clock_map.png
Scale: 4 px per µm.
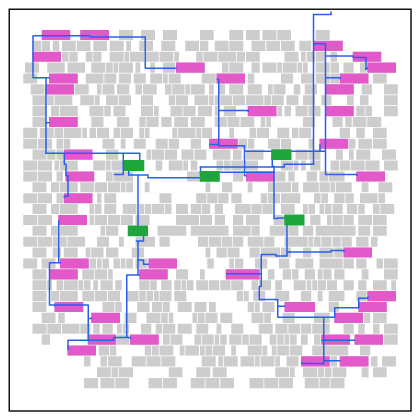
gate_families.png
Scale: 3 px per µm.
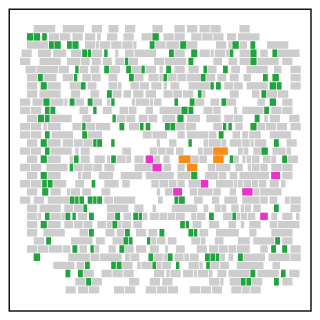
met3.png
Scale: 4 px per µm.
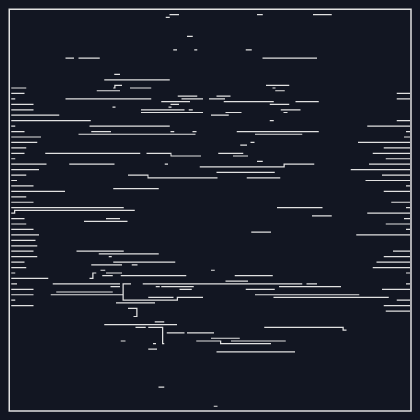
metal_stack.png
Scale: 3 px per µm.
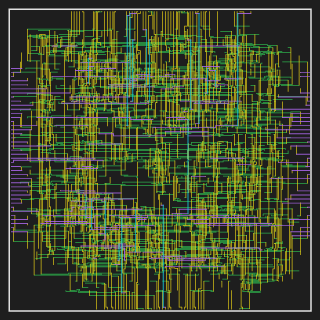
final_clocks.png
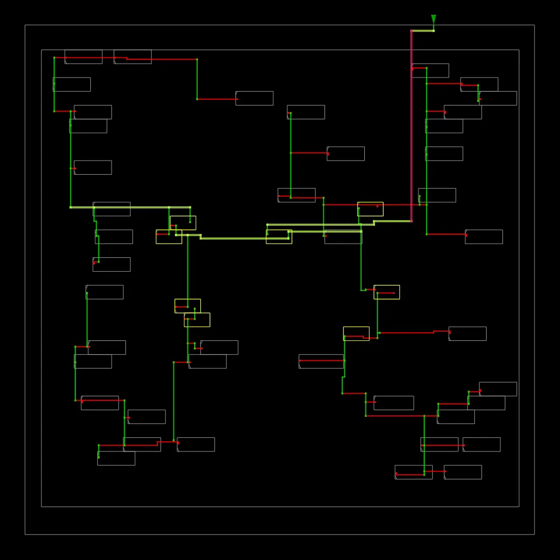
[src/rtl/wb_arb_pkg.sv]
// Shared types and helpers for the writeback-port arbiter and sibling port arbiters.
package wb_arb_pkg;

  localparam int XLEN_DEF = 32;
  localparam int AW_DEF   = 5;

  typedef struct packed {
    logic                valid;
    logic [AW_DEF-1:0]   addr;
    logic [XLEN_DEF-1:0] data;
  } wb_req_t;

  // Round-robin pointer advance with wrap at n.
  function automatic logic [31:0] rr_next(input logic [31:0] idx, input logic [31:0] n);
    logic [31:0] nxt;
    nxt = idx + 32'd1;
    if (nxt >= n) begin
      return 32'd0;
    end else begin
      return nxt;
    end
  endfunction

endpackage

[src/rtl/wb_port_arbiter_rr_pick.sv]
// rr_pick: combinational rotating-priority encoder; the first valid index at or after ptr wins.
module rr_pick #(
  parameter int N  = 3,
  parameter int IW = (N > 1) ? $clog2(N) : 1
) (
  input  logic [N-1:0]  valid,
  input  logic [IW-1:0] ptr,
  output logic [N-1:0]  grant,
  output logic [IW-1:0] idx,
  output logic          any
);

  // Scan from farthest to nearest so the candidate closest to ptr is written last.
  always_comb begin
    grant = {N{1'b0}};
    idx   = {IW{1'b0}};
    any   = 1'b0;
    for (int k = N - 1; k >= 0; k--) begin
      int j;
      j = int'(ptr) + k;
      if (j >= N) begin
        j = j - N;
      end else begin
        j = j;
      end
      if (valid[j]) begin
        grant    = {N{1'b0}};
        grant[j] = 1'b1;
        idx      = IW'(j);
        any      = 1'b1;
      end else begin
        any = any;
      end
    end
  end

endmodule

[src/rtl/wb_port_arbiter.sv]
// Round-robin arbiter sharing the register-file write port between NREQ writeback units.
// Optional macro WB_ARB_X0_FILTER_EN: grants to address 0 are consumed without writing.
module wb_port_arbiter
  import wb_arb_pkg::*;
#(
  parameter int NREQ = 3,
  parameter int XLEN = XLEN_DEF,
  parameter int AW   = AW_DEF
) (
  input  logic                     clk,
  input  logic                     rst,
  input  logic                     hold,
  input  logic [NREQ-1:0]          req_valid,
  input  logic [NREQ*AW-1:0]       req_addr,
  input  logic [NREQ*XLEN-1:0]     req_data,
  output logic [NREQ-1:0]          req_ready,
  output logic                     we,
  output logic [AW-1:0]            waddr,
  output logic [XLEN-1:0]          wdata,
  output logic [$clog2(NREQ)-1:0]  grant_idx
);

  localparam int IW = $clog2(NREQ);

  logic [IW-1:0]   r_ptr;
  logic            r_we;
  logic [AW-1:0]   r_waddr;
  logic [XLEN-1:0] r_wdata;
  logic [IW-1:0]   r_grant_idx;

  logic [NREQ-1:0] w_grant;
  logic [IW-1:0]   w_idx;
  logic            w_any;
  logic            w_xfer;
  logic [AW-1:0]   w_addr;
  logic [XLEN-1:0] w_data;

  rr_pick #(.N(NREQ), .IW(IW)) u_pick (
    .valid (req_valid),
    .ptr   (r_ptr),
    .grant (w_grant),
    .idx   (w_idx),
    .any   (w_any)
  );

  // Reset and stall both gate the grant; the pick itself only ever selects valid requesters.
  assign w_xfer    = rst & ~hold & w_any;
  assign req_ready = w_xfer ? w_grant : {NREQ{1'b0}};
  assign w_addr    = req_addr[int'(w_idx)*AW +: AW];
  assign w_data    = req_data[int'(w_idx)*XLEN +: XLEN];

  // Write-port output stage and round-robin pointer.
  always_ff @(posedge clk) begin
    if (!rst) begin
      r_ptr       <= {IW{1'b0}};
      r_we        <= 1'b0;
      r_waddr     <= {AW{1'b0}};
      r_wdata     <= {XLEN{1'b0}};
      r_grant_idx <= {IW{1'b0}};
    end else if (w_xfer) begin
      r_ptr       <= IW'(rr_next(32'(w_idx), 32'(NREQ)));
      r_grant_idx <= w_idx;
`ifdef WB_ARB_X0_FILTER_EN
      if (w_addr == {AW{1'b0}}) begin
        r_we <= 1'b0;
      end else begin
        r_we    <= 1'b1;
        r_waddr <= w_addr;
        r_wdata <= w_data;
      end
`else
      r_we    <= 1'b1;
      r_waddr <= w_addr;
      r_wdata <= w_data;
`endif
    end else begin
      r_we <= 1'b0;
    end
  end

  assign we        = r_we;
  assign waddr     = r_waddr;
  assign wdata     = r_wdata;
  assign grant_idx = r_grant_idx;

endmodule

[config.mk]
export PLATFORM = sky130hd
export DESIGN_NAME = wb_port_arbiter
export DESIGN_NICKNAME = d
export VERILOG_FILES = /design/src/rtl/wb_arb_pkg.sv /design/src/rtl/wb_port_arbiter_rr_pick.sv /design/src/rtl/wb_port_arbiter.sv
export SDC_FILE = /design/constraint.sdc
export NUM_CORES = 1
export LEC_CHECK = 0
export CORE_MARGIN = 3
export CORE_UTILIZATION = 44
export CTS_CLUSTER_DIAMETER = 120
export DETAILED_ROUTE_END_ITERATION = 7
export PLACE_DENSITY = 0.82
export SYNTH_ARGS = -nofsm -noshare
export SYNTH_HDL_FRONTEND = slang
export SYNTH_SLANG_ARGS = --single-unit
[constraint.sdc]
create_clock -name clk -period 3.35 [get_ports clk]
set_input_delay 1.005 -clock clk [delete_from_list [all_inputs] [get_ports clk]]
set_output_delay 1.005 -clock clk [all_outputs]
set_load 0.005 [all_outputs]
==> job_summary.md <==
### Yosys + OpenROAD results

| Metric | Value |
|---|---|
| Setup CP Type | input port to output pin |
| Top Metal Used | met4 |
| Met3 WL | around 1300 µm |
| Data buffer area share | 0.332 |
| Die Area | 10,000 µm² |
| Hold Path Class | register to register |
| Util after Layout | 0.697 |
| Log Warnings | 28 |
| R2R Path Start | r_ptr[1]$_SDFFE_PN0P_ |
| Placeable Area | 8420 µm² |
| Clk cell area share | 0.0187 |
| Vias per cell | around 6.5 |
| Ports | 160 |
| Flop2flop setup slack | 0.61 ns |
| Largest net degree at the start of global routing | 75 |
| Setup crit end kind | output pin |
| HPWL Detailed | ~10,000 µm |
| Combinational Gates | 370 |
| Biggest consumer | combinational logic |
| Achievable Freq | 0.305 GHz |
| Antenna violations before repair | 0 |
| Inverters | around 44 |
| Register Area | 846 µm² |
| Most numerous logic cells after layout | clkdlybuf4s50_1, nand3_1, buf_4 |
| Yosys top cell by area | dfxtp_1 |
| Comb pwr | 3.02 mW |
| Die H | 100 µm |
| Met2 WL post-DR | 7080 µm |
| VDD IR-drop max | ~0.00033 V |
| Cell depth of the worst setup path | 7 |
| Status | complete, no violations |
| Slew Limit Headroom | 0.388 |
| Max-slew violations | 0 |
| Vias in the first global route | 4,832 |
| Mux area share | 0.0106 |
| Placed insts | 765 |
| ANT cells | 0 |
| Largest register FFs | 32 |
| Final WS setup | 0.0738 ns |
| Final Net Count | 790 |
| Critical path's slowest cell | or2_1 |
| Synth top cells by count | nand3_1, clkbuf_1, dfxtp_1, inv_1, nand2_1 |
| Cell count listed in synth_stat.txt | 527 |
| Largest cell class | multi-input combinational cells |
-- clock_map.png (at the start) --
legend:
  green:
    item: cells driving clock nets
    count: 5
  magenta:
    item: flip-flops
    count: 42
  blue:
    item: clock wires
    length: 622 µm
routed clock nets: 6
clk pwr: 0.395 mW
part of the power in the clock network: 0.092
Layout Skew: 0.00678 ns
Late-Pin Clk Latency: 0.29 ns

-- gate_families.png (at the start) --
legend:
  magenta:
    family: AND-OR and OR-AND gates
    cells: 7
  orange:
    family: multiplexers
    cells: 4
  green:
    family: NAND gates
    cells: 156
    where: spread over the die
combinational share of cell area: 0.455
Commonest Layout Cell: clkdlybuf4s50_1
Post-Layout Cell Count: 776

-- met3.png (at the start) --
main direction: horizontal
longest straight run: 39.6 µm
nets with wire on the layer: 134

-- metal_stack.png (at the start) --
legend:
  purple:
    layer: met3
    wire_length: 1,330 µm
  green:
    layer: met1
    wire_length: 6,040 µm
  cyan:
    layer: met4
    wire_length: 377 µm
  yellow:
    layer: met2
    wire_length: 7,080 µm
final WL: 14,800 µm
WL/cell: 19.1 µm
GRT Util Overall: 0.285
via count: 5,068

-- final_clocks.png (at the start) --
TritonCTS Buffers: 5
FF+latch count: 42
clock buffers: 8
clk sink count: 42

No activity file was given, so power comes from the tool's default toggle rates.
